[config.mk]
export PLATFORM = sky130hd
export DESIGN_NAME = tv80_dma_busmaster_flat
export DESIGN_NICKNAME = d
export VERILOG_FILES = /design/src/rtl/tv80_dma_busmaster_if.sv /design/src/rtl/tv80_dma_busmaster.sv /design/src/flat_wrapper.sv
export SDC_FILE = /design/constraint.sdc
export NUM_CORES = 1
export LEC_CHECK = 0
export CAP_MARGIN = 10
export CORE_ASPECT_RATIO = 1.25
export CORE_MARGIN = 4
export CORE_UTILIZATION = 45
export DETAILED_ROUTE_END_ITERATION = 10
export PLACE_DENSITY = 0.68
export SLEW_MARGIN = 10
export SYNTH_ARGS = -nofsm -noshare
export SYNTH_HDL_FRONTEND = slang
export SYNTH_SLANG_ARGS = --single-unit
[constraint.sdc]
create_clock -name clk -period 3.7 [get_ports clk]
set_input_delay 0.74 -clock clk [delete_from_list [all_inputs] [get_ports clk]]
set_output_delay 0.74 -clock clk [all_outputs]
set_load 0.02 [all_outputs]
[src/rtl/tv80_dma_busmaster_if.sv]
// Command and bus-side signals of the tv80 block-copy DMA engine.
//   Command side: start, src, dst, len go in; busy, done, err come out.
//   Bus side: busrq_n/busak_n handshake with the CPU, plus the memory strobes,
//   address and data that the top level muxes onto memory with dma_en.
// master : the DMA engine's view.
// slave  : the view of the surrounding system (software, CPU, memory).
interface tv80_dma_busmaster_if;
    logic        start;
    logic [15:0] src;
    logic [15:0] dst;
    logic [15:0] len;
    logic        busy;
    logic        done;
    logic        err;
    logic        busrq_n;
    logic        busak_n;
    logic        dma_en;
    logic [15:0] dma_a;
    logic [7:0]  dma_do;
    logic [7:0]  dma_di;
    logic        dma_mreq_n;
    logic        dma_rd_n;
    logic        dma_wr_n;

    modport master (
        input  start, src, dst, len, busak_n, dma_di,
        output busy, done, err, busrq_n, dma_en, dma_a, dma_do,
               dma_mreq_n, dma_rd_n, dma_wr_n
    );

    modport slave (
        output start, src, dst, len, busak_n, dma_di,
        input  busy, done, err, busrq_n, dma_en, dma_a, dma_do,
               dma_mreq_n, dma_rd_n, dma_wr_n
    );
endinterface

[src/rtl/tv80_dma_busmaster.sv]
// Block-copy DMA engine sharing the tv80s memory bus with the CPU.
// Software loads src/dst/len and pulses start. The engine requests the bus,
// copies one byte per read+write pair (2 clk/byte), and hands the bus back
// to the CPU after every BURST bytes, waiting GAP cycles before re-requesting.
// A grant that never arrives within GRANT_TIMEOUT cycles aborts with err.
// Ports:
//   clk   - system clock, shared with the CPU
//   reset - synchronous, active-high
//   bus   - tv80_dma_busmaster_if.master (command/status + memory bus)
// All outputs are registered.
module tv80_dma_busmaster #(
    parameter int BURST         = 8,
    parameter int GAP           = 4,
    parameter int GRANT_TIMEOUT = 64
) (
    input  logic                        clk,
    input  logic                        reset,
    tv80_dma_busmaster_if.master        bus
);

    typedef enum logic [2:0] {
        S_IDLE, S_REQ, S_RD, S_WR, S_YIELD, S_FIN
    } state_t;

    localparam logic [7:0]  BURST_LAST = 8'(BURST - 1);
    localparam logic [7:0]  GAP_LAST   = 8'(GAP - 1);
    localparam logic [15:0] TO_LAST    = 16'(GRANT_TIMEOUT - 1);

    state_t      state;
    logic [15:0] src_cur;
    logic [15:0] dst_cur;
    logic [15:0] remaining;
    logic [7:0]  burst_cnt;
    logic [7:0]  gap_cnt;
    logic [15:0] wait_cnt;
    logic        released;   // CPU has taken the bus back during YIELD

    always_ff @(posedge clk) begin
        if (reset) begin
            state          <= S_IDLE;
            src_cur        <= '0;
            dst_cur        <= '0;
            remaining      <= '0;
            burst_cnt      <= '0;
            gap_cnt        <= '0;
            wait_cnt       <= '0;
            released       <= 1'b0;
            bus.busy       <= 1'b0;
            bus.done       <= 1'b0;
            bus.err        <= 1'b0;
            bus.busrq_n    <= 1'b1;
            bus.dma_en     <= 1'b0;
            bus.dma_a      <= '0;
            bus.dma_do     <= '0;
            bus.dma_mreq_n <= 1'b1;
            bus.dma_rd_n   <= 1'b1;
            bus.dma_wr_n   <= 1'b1;
        end else begin
            bus.done <= 1'b0;
            unique case (state)
                S_IDLE: begin
                    if (bus.start) begin
                        bus.err <= 1'b0;
                        if (bus.len != 16'd0) begin
                            src_cur     <= bus.src;
                            dst_cur     <= bus.dst;
                            remaining   <= bus.len;
                            burst_cnt   <= '0;
                            wait_cnt    <= '0;
                            bus.busy    <= 1'b1;
                            bus.busrq_n <= 1'b0;
                            state       <= S_REQ;
                        end else begin
                            // Empty copy: complete immediately, never touch the bus.
                            bus.done <= 1'b1;
                        end
                    end
                end

                S_REQ: begin
                    if (!bus.busak_n) begin
                        // Outputs for the RD cycle are set up here so they are
                        // registered and valid for the whole read cycle.
                        bus.dma_en     <= 1'b1;
                        bus.dma_a      <= src_cur;
                        bus.dma_mreq_n <= 1'b0;
                        bus.dma_rd_n   <= 1'b0;
                        state          <= S_RD;
                    end else if (GRANT_TIMEOUT != 0 && wait_cnt == TO_LAST) begin
                        bus.err     <= 1'b1;
                        bus.busrq_n <= 1'b1;
                        state       <= S_FIN;
                    end else begin
                        wait_cnt <= wait_cnt + 16'd1;
                    end
                end

                S_RD: begin
                    // dma_do doubles as the data register: the byte read now is
                    // driven straight out during the following write cycle.
                    bus.dma_do   <= bus.dma_di;
                    bus.dma_a    <= dst_cur;
                    bus.dma_rd_n <= 1'b1;
                    bus.dma_wr_n <= 1'b0;
                    state        <= S_WR;
                end

                S_WR: begin
                    src_cur      <= src_cur + 16'd1;
                    dst_cur      <= dst_cur + 16'd1;
                    remaining    <= remaining - 16'd1;
                    bus.dma_wr_n <= 1'b1;
                    if (remaining == 16'd1 || burst_cnt == BURST_LAST) begin
                        // End of tenure: drop the bus in the same edge as the request.
                        bus.dma_en     <= 1'b0;
                        bus.dma_mreq_n <= 1'b1;
                        bus.busrq_n    <= 1'b1;
                        burst_cnt      <= '0;
                        gap_cnt        <= '0;
                        released       <= 1'b0;
                        state          <= (remaining == 16'd1) ? S_FIN : S_YIELD;
                    end else begin
                        burst_cnt    <= burst_cnt + 8'd1;
                        bus.dma_a    <= src_cur + 16'd1;
                        bus.dma_rd_n <= 1'b0;
                        state        <= S_RD;
                    end
                end

                S_YIELD: begin
                    // The GAP count starts with the first cycle busak_n is seen high,
                    // so the CPU always gets at least GAP cycles of its own.
                    if (bus.busak_n || released) begin
                        released <= 1'b1;
                        if (gap_cnt == GAP_LAST) begin
                            bus.busrq_n <= 1'b0;
                            wait_cnt    <= '0;
                            state       <= S_REQ;
                        end else begin
                            gap_cnt <= gap_cnt + 8'd1;
                        end
                    end
                end

                S_FIN: begin
                    if (bus.busak_n) begin
                        bus.done <= 1'b1;
                        bus.busy <= 1'b0;
                        state    <= S_IDLE;
                    end
                end

                default: state <= S_IDLE;
            endcase
        end
    end

endmodule
[src/flat_wrapper.sv]
// flat-port wrapper written by rule: the top's interface ports become plain ports
module tv80_dma_busmaster_flat 
#(
    parameter int BURST         = 8,
    parameter int GAP           = 4,
    parameter int GRANT_TIMEOUT = 64
)
  (clk, reset, bus_start, bus_src, bus_dst, bus_len, bus_busak_n, bus_dma_di, bus_busy, bus_done, bus_err, bus_busrq_n, bus_dma_en, bus_dma_a, bus_dma_do, bus_dma_mreq_n, bus_dma_rd_n, bus_dma_wr_n);
  tv80_dma_busmaster_if bus_i ();
  input  logic clk;
  input  logic reset;
  input wire logic [$bits(bus_i.start)-1:0] bus_start;
  input wire logic [$bits(bus_i.src)-1:0] bus_src;
  input wire logic [$bits(bus_i.dst)-1:0] bus_dst;
  input wire logic [$bits(bus_i.len)-1:0] bus_len;
  input wire logic [$bits(bus_i.busak_n)-1:0] bus_busak_n;
  input wire logic [$bits(bus_i.dma_di)-1:0] bus_dma_di;
  output wire logic [$bits(bus_i.busy)-1:0] bus_busy;
  output wire logic [$bits(bus_i.done)-1:0] bus_done;
  output wire logic [$bits(bus_i.err)-1:0] bus_err;
  output wire logic [$bits(bus_i.busrq_n)-1:0] bus_busrq_n;
  output wire logic [$bits(bus_i.dma_en)-1:0] bus_dma_en;
  output wire logic [$bits(bus_i.dma_a)-1:0] bus_dma_a;
  output wire logic [$bits(bus_i.dma_do)-1:0] bus_dma_do;
  output wire logic [$bits(bus_i.dma_mreq_n)-1:0] bus_dma_mreq_n;
  output wire logic [$bits(bus_i.dma_rd_n)-1:0] bus_dma_rd_n;
  output wire logic [$bits(bus_i.dma_wr_n)-1:0] bus_dma_wr_n;
  assign bus_i.start = bus_start;
  assign bus_i.src = bus_src;
  assign bus_i.dst = bus_dst;
  assign bus_i.len = bus_len;
  assign bus_i.busak_n = bus_busak_n;
  assign bus_i.dma_di = bus_dma_di;
  assign bus_busy = bus_i.busy;
  assign bus_done = bus_i.done;
  assign bus_err = bus_i.err;
  assign bus_busrq_n = bus_i.busrq_n;
  assign bus_dma_en = bus_i.dma_en;
  assign bus_dma_a = bus_i.dma_a;
  assign bus_dma_do = bus_i.dma_do;
  assign bus_dma_mreq_n = bus_i.dma_mreq_n;
  assign bus_dma_rd_n = bus_i.dma_rd_n;
  assign bus_dma_wr_n = bus_i.dma_wr_n;
  tv80_dma_busmaster #(.BURST(BURST), .GAP(GAP), .GRANT_TIMEOUT(GRANT_TIMEOUT)) u_core (.clk(clk), .reset(reset), .bus(bus_i));
endmodule
Fig. 1: run 1, gate-type map
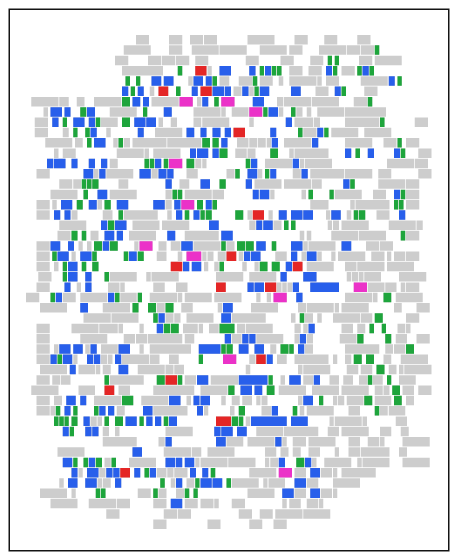
| family | colour | cells |
|---|---|---|
| multiplexers | magenta | 11 |
| inverting AOI/OAI gates | blue | 218 |
| AND-OR and OR-AND gates | red | 15 |
| NAND gates | green | 170 |
final instance count without filler cells: 1098
commonest non-fill, non-tap cell in the layout: sky130_fd_sc_hd__dfxtp_1

Fig. 2: run 1, metal layers overlaid
Two of the layers only.
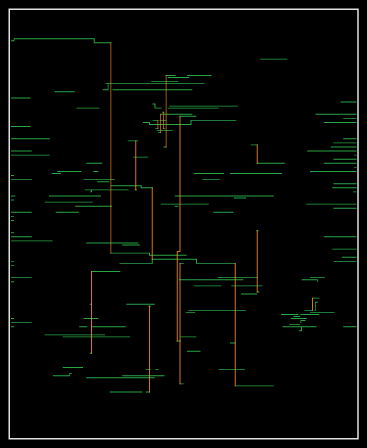
| layer | colour | wire length |
|---|---|---|
| metal 3 | green | 1160 um |
| metal 4 | orange | 391 um |

Fig. 3: run 1, routing congestion map
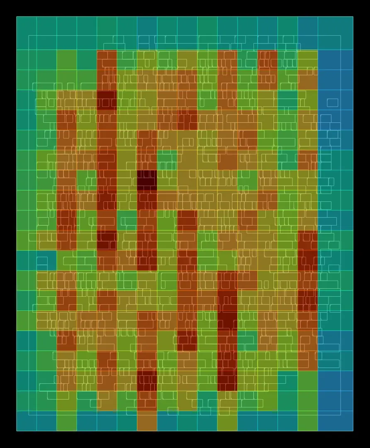
Post-Route Utilization: 0.579
global-route track usage on met1: 0.309
busiest layer in global routing: met2

==> metrics.yaml, run 1 <==
worst_setup_path:
  critPathMaxFanout: 37
  critical-path-slowest-cell: "sky130_fd_sc_hd__nor4_1"
  setup.worst_path.start_class: "input port"
  crit_path_end_kind: "flop"
  worst-endpoint-required_ns: 4.01
cts:
  hold_buffers: 0
  clkTransAtPathRegs_ns: 0.05
  cts_tree: "yes"
  post_cts_resize_count: 0
  numClockSinks: 116
  cts_root_buf: "sky130_fd_sc_hd__clkbuf_16"
  htreeDepth: 4
synth:
  synthAdderAreaFrac: 0.0134
  yosys.area_share.xor_xnor: 0.0390
  ys_seq_elements: 116
  post_synth_seq_share: 0.357
  total_cells_reported_by_yosys_after_synthesis: 851
  postSynth.asyncResetShare: 0
  synth_top_flop_cell: "sky130_fd_sc_hd__dfxtp_1"
  synth_chip_area_sq_um: 6510
pwr:
  power-per-cell-area_nw_per_um2: 867
  lkg_pwr_nw: 2.90
run_status:
  run_status: "completed"
global_routing:
  globalRouteOverflowTotal: 0
  grt_first_pass_wirelength_um: 30800
  grt_start_max_net_pins: 68
sta:
  fin_worst_hold_slack_ns: 0.451
  grt_setup_unrepaired: "false"
  slew_viol_final: 0
  finalSetupViolCount: 0
placed_design:
  dp_hpwl_um: 12900
cells_and_area:
  area_growth_syn_to_layout_pct: 24.4
  layout-drive-gt1-share: 0.0769
routing:
  post_drt_via_cell_ratio: 6.05
die:
  boundaryPins: 92
  core_region_area_sq_um: 14000
[run 1: sequential cells by signal, indices dropped and copies added, names as in the netlist, 3 cells and up]
register,count
u_core.bus.dma_a,16
u_core.dst_cur,16
u_core.remaining,16
u_core.src_cur,16
u_core.wait_cnt,16
u_core.burst_cnt,8
u_core.bus.dma_do,8
u_core.gap_cnt,8
u_core.state,3
[run 1: power breakdown]
group / switching (mW) / internal [mW] / total (mW) / leakage (nW)
Combinational: 1.95 / 1.22 / 3.17 / 1.64
Clock: 0.576 / 1.17 / 1.75 / 0.310
Sequential: 0.494 / 1.61 / 2.10 / 0.948
Total: 3.02 / 4.01 / 7.02 / 2.90
[run 1: cells in the mapped netlist, drive strengths merged, types with 6 or more instances]
| master | n | area, sq um |
|---|---|---|
| dfxtp | 116 | 2320 |
| and3 | 13 | 81.3 |
| nand3 | 23 | 115 |
| nand2b | 7 | 43.8 |
| nor3 | 26 | 130 |
| nor4 | 25 | 215 |
| inv | 10 | 37.5 |
| a22oi | 18 | 135 |
| mux2i | 10 | 100 |
| nand2 | 116 | 435 |
| o31ai | 7 | 66.3 |
| a31oi | 7 | 43.8 |
| xor2 | 10 | 87.6 |
| nor2 | 111 | 427 |
| or3 | 8 | 55.1 |
| buf | 20 | 106 |
| a2bb2oi | 9 | 78.8 |
| a21o | 6 | 45.0 |
| and4 | 8 | 70.1 |
| a21oi | 61 | 317 |
| o41ai | 6 | 52.6 |
| o22ai | 6 | 37.5 |
| xnor2 | 19 | 166 |
| o211ai | 9 | 86.3 |
| a211oi | 15 | 113 |
| clkbuf | 44 | 165 |
| ha | 7 | 87.6 |
| o21ai | 60 | 304 |
| nor3b | 8 | 65.1 |
| nand4 | 23 | 144 |
[run 1: final timing paths]
| check | endpoint | cells past startpoint | slack [ns] | from |
|---|---|---|---|---|
| setup reg to reg | u_core.bus.dma_a[9] | 6 | 0.81 | u_core.state[1] |
| setup / recovery | u_core.dst_cur[9] | 6 | 0.71 | bus_len[6] |
| hold / removal | u_core.bus.dma_do[5] | 2 | 0.45 | u_core.bus.dma_do[5] |
| hold reg to reg | u_core.bus.dma_do[5] | 2 | 0.45 | u_core.bus.dma_do[5] |
[run 1: metal layers]
| layer | wire length, um | global-route usage |
|---|---|---|
| met3 | 1160 | 0.0485 |
| met4 | 391 | 0.0779 |
| met2 | 8920 | 0.371 |
| met1 | 8410 | 0.309 |
| met5 | 0 | 0 |
[run 1: cell families after synthesis]
group / Yosys count
xor+xnor: 29
mux: 11
buf+inv: 74
flops: 116
fa+ha+maj: 7
compound gates: 233
simple gates: 381
[run 1: worst max-delay path, delay by kind of cell]
family,cells,cell delay (ns)
AND-OR/OR-AND,2,0.85
buffers and inverters,2,0.73
AND/OR/NAND/NOR,2,0.96
[run 1: layout make-up]
class	instances	area [sq um]	share of cell area
multi-input cells	661	3890	0.481
flip-flops and latches	116	2320	0.287
repair buffers	104	1000	0.124
clock buffers	22	474	0.0585
well taps	175	219	0.0270
clock inverters	10	153	0.0188
inverters	10	37.5	0.00463
Fig. 4: run 1, metal 4
Bar = 20 um.
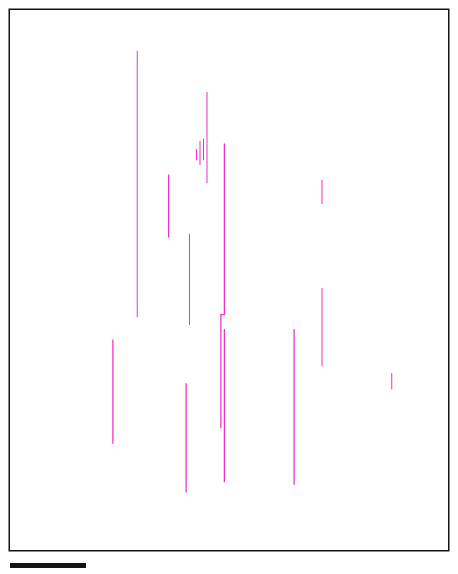

==> run 2: changes to the inputs <==
--- a/config.mk
+++ b/config.mk
@@ -10,7 +10,7 @@
 export CORE_MARGIN = 4
 export CORE_UTILIZATION = 45
 export DETAILED_ROUTE_END_ITERATION = 10
-export PLACE_DENSITY = 0.68
+export PLACE_DENSITY = 0.7
 export SLEW_MARGIN = 10
 export SYNTH_ARGS = -nofsm -noshare
 export SYNTH_HDL_FRONTEND = slang
==> constraint.sdc (replaced) <==
create_clock -name clk -period 2.67 [get_ports clk]
set_input_delay 0.534 -clock clk [delete_from_list [all_inputs] [get_ports clk]]
set_output_delay 0.534 -clock clk [all_outputs]
set_load 0.02 [all_outputs]
Fig. 5: run 2, metal 4
Bar = 20 um.
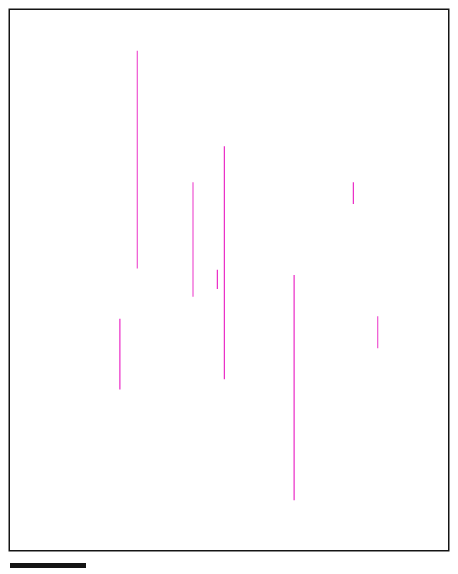
nets with wire on the layer: 5
main direction: vertical
share of all routed wire: 1.3%
wire length on this layer: 244 um

Fig. 6: run 2, sizing map
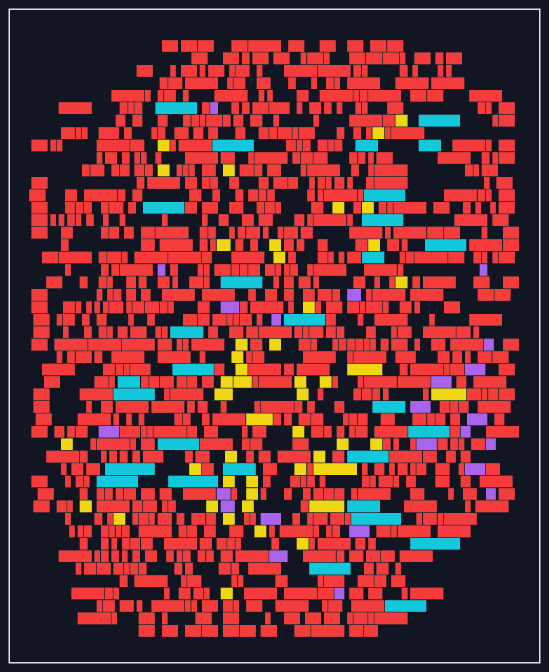
| size | colour | cells | most used |
|---|---|---|---|
| _3 and _4 cells | yellow | 47 | buf_4 |
| _6 and larger | cyan | 29 | clkbuf_16 |
| _0 and _1 cells | red | 853 | dfxtp_1 |
| _2 cells | purple | 23 | nor4_2 |
smallest setup slack after layout: 0.290 ns
Non-clock buffers: 133
final standard cell area without fillers: 8380 sq um

==> run 2 against run 1 <==
Net effect: worst setup slack got worse by 0.42 ns; clock skew is 0.0019 ns lower; utilization up 2.0 points; cell count is 2.6% higher; largest power group unchanged.
==> metrics.yaml, run 2 <==
run_status:
  run_status: "completed"  # unchanged
synth:
  ys_seq_elements: 116  # unchanged
  synth.largest_area_cell: "sky130_fd_sc_hd__dfxtp_1"  # unchanged
  edf_count: 0  # unchanged
  netlist.area_leader.share: 0.357  # unchanged
  synth_chip_area_sq_um: 6510  # unchanged
  yosys-top-cells-area: "sky130_fd_sc_hd__dfxtp_1 (36%), sky130_fd_sc_hd__nand2_1 (6.7%), sky130_fd_sc_hd__nor2_1 (6.2%), sky130_fd_sc_hd__a21oi_1 (4.6%), sky130_fd_sc_hd__o21ai_0 (4.5%)"  # unchanged
  post_synth_seq_share: 0.357  # unchanged
  synth_top_flop_cell: "sky130_fd_sc_hd__dfxtp_1"  # unchanged
  yosys-top-cells-count: "sky130_fd_sc_hd__dfxtp_1 (116), sky130_fd_sc_hd__nand2_1 (116), sky130_fd_sc_hd__nor2_1 (107), sky130_fd_sc_hd__a21oi_1 (60), sky130_fd_sc_hd__o21ai_0 (59)"  # unchanged
worst_setup_path:
  crit_path_end_kind: "flop"  # unchanged
  timing.reg2reg.setup_slack_ns: 0.29  # was 0.81 ns
  critical_path_class: "flop to flop"  # was input port to flop
  critPathMaxFanout: 8  # was 37
  setup.worst_path.start_class: "flop"  # was input port
  worst-endpoint-required_ns: 3.01  # was 4.01 ns
cells_and_area:
  layout-drive-gt1-share: 0.104  # was 0.0769
  lay_top_count: "sky130_fd_sc_hd__dfxtp_1"  # unchanged
  area_growth_syn_to_layout_pct: 28.7  # was 24.4%
  multiInputGateArea_sq_um: 3890  # unchanged
cts:
  post_cts_resize_count: 0  # unchanged
  cts_root_buf: "sky130_fd_sc_hd__clkbuf_16"  # unchanged
  cts_tree: "yes"  # unchanged
  numCtsBuffers: 17  # unchanged
  hold_buffers: 0  # unchanged
  cts_post_setup_buffers_inserted: 0  # unchanged
  numClockSinks: 116  # unchanged
  clkTransAtPathRegs_ns: 0.05  # about the same
sta:
  fin_worst_hold_slack_ns: 0.435  # was 0.451 ns
  post-route-period-util: 0.891
  setup-tns-final_ns: 0  # unchanged
  finalSetupViolCount: 0  # unchanged
  slew_viol_final: 0  # unchanged
  max-slew-margin-rel: 0.581  # was 0.464
global_routing:
  grt_first_pass_wirelength_um: 30200  # was 30800 um
  globalRouteOverflowTotal: 0  # unchanged
  grt_start_max_net_pins: 68  # unchanged
routing:
  wl_um: 18400  # was 18900 um
  drtAntennaViolNets: 0  # unchanged
  drt_first_pass_iters: 5  # unchanged
  post_drt_via_cell_ratio: 5.85  # was 6.05
pwr:
  power-per-cell-area_nw_per_um2: 1210  # was 867 nW/um^2
  lkg_pwr_nw: 3.06  # was 2.90 nW
die:
  core_region_area_sq_um: 14000  # unchanged
  boundaryPins: 92  # unchanged
placed_design:
  dp_hpwl_um: 12900  # about the same
  placement.cell_area_sq_um: 7740  # was 7480 sq um
worst_hold_path:
  min-delay-path-class: "input port to flop"  # was flop to flop
-- run 2: cell counts after synthesis --
Identical to the previous run, type by type.
-- run 2: kinds of logic (layout without fill, tap and decap cells) --
logic type | count (synthesis) | after routing | share of synthesized area
and+or+nand+nor | 381 | 381 | 0.288
AOI/OAI and AO/OA | 233 | 233 | 0.238
DFF | 116 | 116 | 0.357
buffers and inverters | 74 | 175 | 0.0475
xor gates and xnor gates | 29 | 29 | 0.0390
muxes | 11 | 11 | 0.0171
adders and majority gates | 7 | 7 | 0.0134
-- run 2: where the power goes --
group          leakage [nW]  total, mW  internal, mW  switching, mW
clock                 0.310       2.46          1.66          0.802
combinational          1.81       4.82          2.03           2.78
sequential            0.948       2.84          2.23          0.613
-- run 2: routing by layer --
metal / GRT usage / up-vias / routed length [um]
met1: 0.299 / 3097 / 8450
met3: 0.0468 / 21 / 955
met5: 0 / - / 0
li1: - / 3289 / -
met4: 0.0742 / 0 / 244
met2: 0.370 / 187 / 8720
-- run 2: worst paths after layout --
| path | end | cells past startpoint | from |
|---|---|---|---|
| worst max-delay path | u_core.bus.dma_a[4] | 8 | u_core.remaining[0] |
| worst min-delay path | u_core.bus.dma_do[5] | 2 | reset |
| worst max register to register | u_core.bus.dma_a[4] | 8 | u_core.remaining[0] |
| worst min register to register | u_core.bus.dma_do[2] | 2 | u_core.bus.dma_do[2] |
-- run 2: area by class of cell --
| type | count | share of cell area |
|---|---|---|
| Timing Repair Buffer | 133 | 0.152 |
| Inverter | 10 | 0.00448 |
| Tap cell | 175 | 0.0261 |
| Sequential cell | 116 | 0.277 |
| Multi-Input combinational cell | 661 | 0.465 |
| Clock inverter | 8 | 0.0175 |
| Clock buffer | 24 | 0.0587 |
-- run 2: stage by stage --
step                      utilization  total power, mW  std cells  worst slack [ns]
after CTS                       0.599             10.1       1127             0.287
after global placement          0.553             7.58       1095             0.127
after detailed placement        0.553             7.64       1095            0.0440
after global routing            0.599             10.8       1127            0.0966
final                           0.599             10.1       1127             0.290
after floorplan                     -             5.97        851             0.494
-- run 2: critical path: stages, from the launching register on --
cell	delay, ns
sky130_fd_sc_hd__dfxtp_1	0.44
sky130_fd_sc_hd__ha_1	0.18
sky130_fd_sc_hd__nor4b_1	0.23
sky130_fd_sc_hd__nand4b_1	0.30
sky130_fd_sc_hd__nand2_1	0.32
sky130_fd_sc_hd__o21a_1	0.36
sky130_fd_sc_hd__buf_4	0.23
sky130_fd_sc_hd__a21oi_1	0.05
sky130_fd_sc_hd__nor3_1	0.18
Fig. 7: run 2, metal layers overlaid
Two of the layers only.
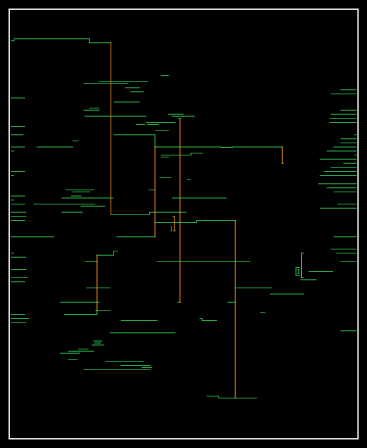

==> run 3: changes to the inputs <==
--- a/config.mk
+++ b/config.mk
@@ -9,8 +9,10 @@
 export CORE_ASPECT_RATIO = 1.25
 export CORE_MARGIN = 4
 export CORE_UTILIZATION = 45
+export CTS_BUF_LIST = sky130_fd_sc_hd__clkbuf_8
 export DETAILED_ROUTE_END_ITERATION = 10
 export PLACE_DENSITY = 0.7
+export SETUP_SLACK_MARGIN = 0.02
 export SLEW_MARGIN = 10
 export SYNTH_ARGS = -nofsm -noshare
 export SYNTH_HDL_FRONTEND = slang
Fig. 8: run 3, metal layers overlaid
Two of the layers only.
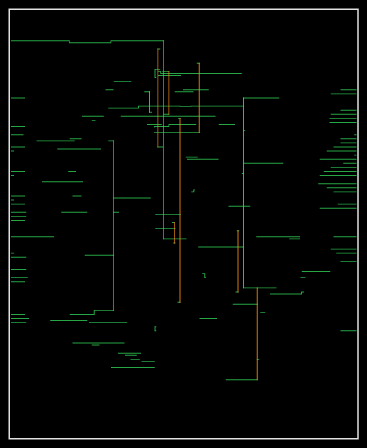
| layer | colour | wire length |
|---|---|---|
| metal 3 | green | 882 um |
| metal 4 | orange | 382 um |

==> run 3 against run 2 <==
Net effect: global-route usage shrank 0.28 points; largest cell class unchanged; critical endpoint is now u_core.wait_cnt[1]; utilization shrank 1.4 points; highest routed layer unchanged; count of clock-buffer cells in the layout shrank 3.
==> metrics.yaml, run 3 <==
run_status:
  run_status: "completed"  # unchanged
worst_setup_path:
  cpPeakStageDelay_ns: 0.47  # was 0.44 ns
  worst-endpoint-required_ns: 3.01  # about the same
  critPathMaxFanout: 18  # was 8
  worst_r2r_endpoint: "u_core.wait_cnt[1]"  # was u_core.bus.dma_a[4]
  path_delay_family: "simple AND/OR/NAND/NOR gates"  # unchanged
  critical-path-slowest-cell: "sky130_fd_sc_hd__or4b_1"  # was sky130_fd_sc_hd__dfxtp_1
  cells_along_the_critical_path: "ha_1 > or4b_1 > o211ai_2 > o211ai_4 > buf_12 > nor3_1 > mux2i_1 > nor2_1"  # was ha_1 > nor4b_1 > nand4b_1 > nand2_1 > o21a_1 > buf_4 > a21oi_1 > nor3_1
  critical_path_class: "flop to flop"  # unchanged
sta:
  final.setup.worst_slack_ns: 0.274  # was 0.290 ns
  slew_viol_final: 0  # unchanged
  finalSetupViolCount: 0  # unchanged
  grt_setup_unrepaired: "false"  # unchanged
die:
  boundaryPins: 92  # unchanged
  core_region_area_sq_um: 14000  # unchanged
synth:
  ys_seq_elements: 116  # unchanged
  synth.largest_area_cell: "sky130_fd_sc_hd__dfxtp_1"  # unchanged
  edf_count: 0  # unchanged
  postSynth.asyncResetShare: 0  # unchanged
  netlist.area_leader.share: 0.357  # unchanged
  synth_top_flop_cell: "sky130_fd_sc_hd__dfxtp_1"  # unchanged
  synth_chip_area_sq_um: 6510  # unchanged
  yosys-top-cells-area: "sky130_fd_sc_hd__dfxtp_1 (36%), sky130_fd_sc_hd__nand2_1 (6.7%), sky130_fd_sc_hd__nor2_1 (6.2%), sky130_fd_sc_hd__a21oi_1 (4.6%), sky130_fd_sc_hd__o21ai_0 (4.5%)"  # unchanged
  yosys-top-cells-count: "sky130_fd_sc_hd__dfxtp_1 (116), sky130_fd_sc_hd__nand2_1 (116), sky130_fd_sc_hd__nor2_1 (107), sky130_fd_sc_hd__a21oi_1 (60), sky130_fd_sc_hd__o21ai_0 (59)"  # unchanged
pwr:
  pwr-share-clk: 0.192  # was 0.243
  power.combinational.fraction: 0.508  # was 0.476
  power.share.sequential: 0.300  # was 0.281
  lkg_pwr_nw: 2.99  # was 3.06 nW
  power.share.switching: 0.433  # was 0.415
  overall_power_mw: 9.46  # was 10.1 mW
routing:
  post_drt_via_cell_ratio: 5.82  # was 5.85
  wl_um: 18300  # was 18400 um
  drtAntennaViolNets: 0  # unchanged
cells_and_area:
  lay_top_count: "sky130_fd_sc_hd__dfxtp_1"  # unchanged
  area_growth_syn_to_layout_pct: 25.8  # was 28.7%
  final_core_util: 0.585  # was 0.599
  layout-drive-gt1-share: 0.104  # unchanged
placed_design:
  pre_cts_ws_ns: 0.0440  # unchanged
cts:
  cts_tree: "yes"  # unchanged
  hold_buffers: 0  # unchanged
  cts_post_setup_buffers_inserted: 0  # unchanged
  numClockSinks: 116  # unchanged
  htreeDepth: 4  # unchanged
  post_cts_resize_count: 0  # unchanged
  cts_root_buf: "sky130_fd_sc_hd__clkbuf_8"  # was sky130_fd_sc_hd__clkbuf_16
worst_hold_path:
  hold_start: "reset"  # unchanged
  timing.hold.worst_endpoint: "u_core.bus.dma_do[2]"  # was u_core.bus.dma_do[5]
global_routing:
  grt_first_pass_wirelength_um: 29900  # was 30200 um
Fig. 9: run 3, gate-type map
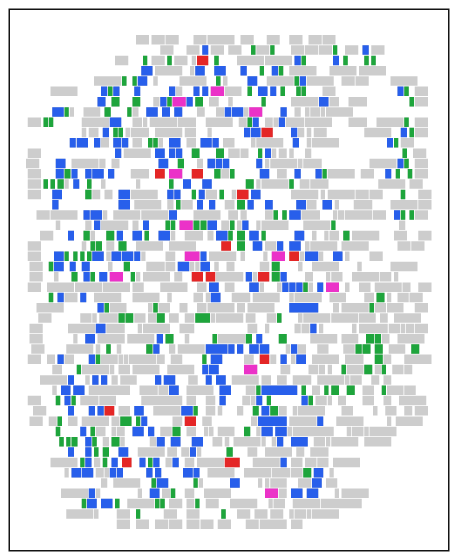
logic share of the area: 0.475
final instance count without filler cells: 1127

[run 3: cell types whose count changed in the layout (fill, tap and decap cells not counted), sizes merged]
cell / change
clkbuf: -3
inv: +3
[run 3: worst max path at each step]
stage,slack (ns),cells after the start,startpoint,to
floorplan,0.49,8,u_core.gap_cnt[0],u_core.wait_cnt[15]
global route,0.11,8,u_core.remaining[0],u_core.bus.dma_a[3]
global placement,0.13,9,bus_len[0],u_core.dst_cur[0]
finish,0.27,8,u_core.gap_cnt[0],u_core.wait_cnt[1]
CTS,0.27,8,u_core.gap_cnt[0],u_core.wait_cnt[1]
detailed placement,0.04,9,bus_len[0],u_core.dst_cur[0]
[run 3: layer usage]
metal / track usage / up-vias / part of all wire
li1: - / 3281 / -
met1: 0.298 / 3071 / 0.46
met2: 0.363 / 176 / 0.47
met3: 0.0404 / 32 / 0.048
met4: 0.0803 / 0 / 0.021
met5: 0 / - / 0
[run 3: power by group through the flow]
stage / clock, mW / combinational [mW] / sequential, mW
3_5_place_dp: 0 / 4.79 / 2.85
4_1_cts: 1.85 / 4.81 / 2.82
2_1_floorplan: 0 / 3.18 / 2.79
6_report: 1.82 / 4.81 / 2.84
3_3_place_gp: 0 / 4.74 / 2.84
5_1_grt: 1.93 / 5.31 / 2.91
[run 3: area by class of cell]
cell class              instances  area [sq um]
clock buffers                  21           289
inverters                      10          37.5
fillers                      1349          5800
flip-flops and latches        116          2320
repair buffers                133          1270
well taps                     175           219
multi-input cells             661          3890
clock inverters                11           158
[run 3: cell families (layout without fill, tap and decap cells)]
family,after synthesis,in the layout,synth area share
xor gates and xnor gates,29,29,0.0390
and+or+nand+nor,381,381,0.288
AOI/OAI and AO/OA,233,233,0.238
muxes,11,11,0.0171
buffers and inverters,74,175,0.0475
DFF,116,116,0.357
adders and majority gates,7,7,0.0134
[run 3: per-stage QoR]
| stage | hold slack [ns] | instances | area (sq um) |
|---|---|---|---|
| 3_5_place_dp | 0.447 | 1095 | 7740 |
| 2_1_floorplan | 0.449 | 851 | 6510 |
| 6_report | 0.414 | 1127 | 8190 |
| 5_1_grt | 0.419 | 1127 | 8190 |
| 4_1_cts | 0.400 | 1127 | 8190 |
| 3_3_place_gp | 0.441 | 1095 | 7740 |
Power figures rest on the tool's default switching activity, not on a simulated workload.
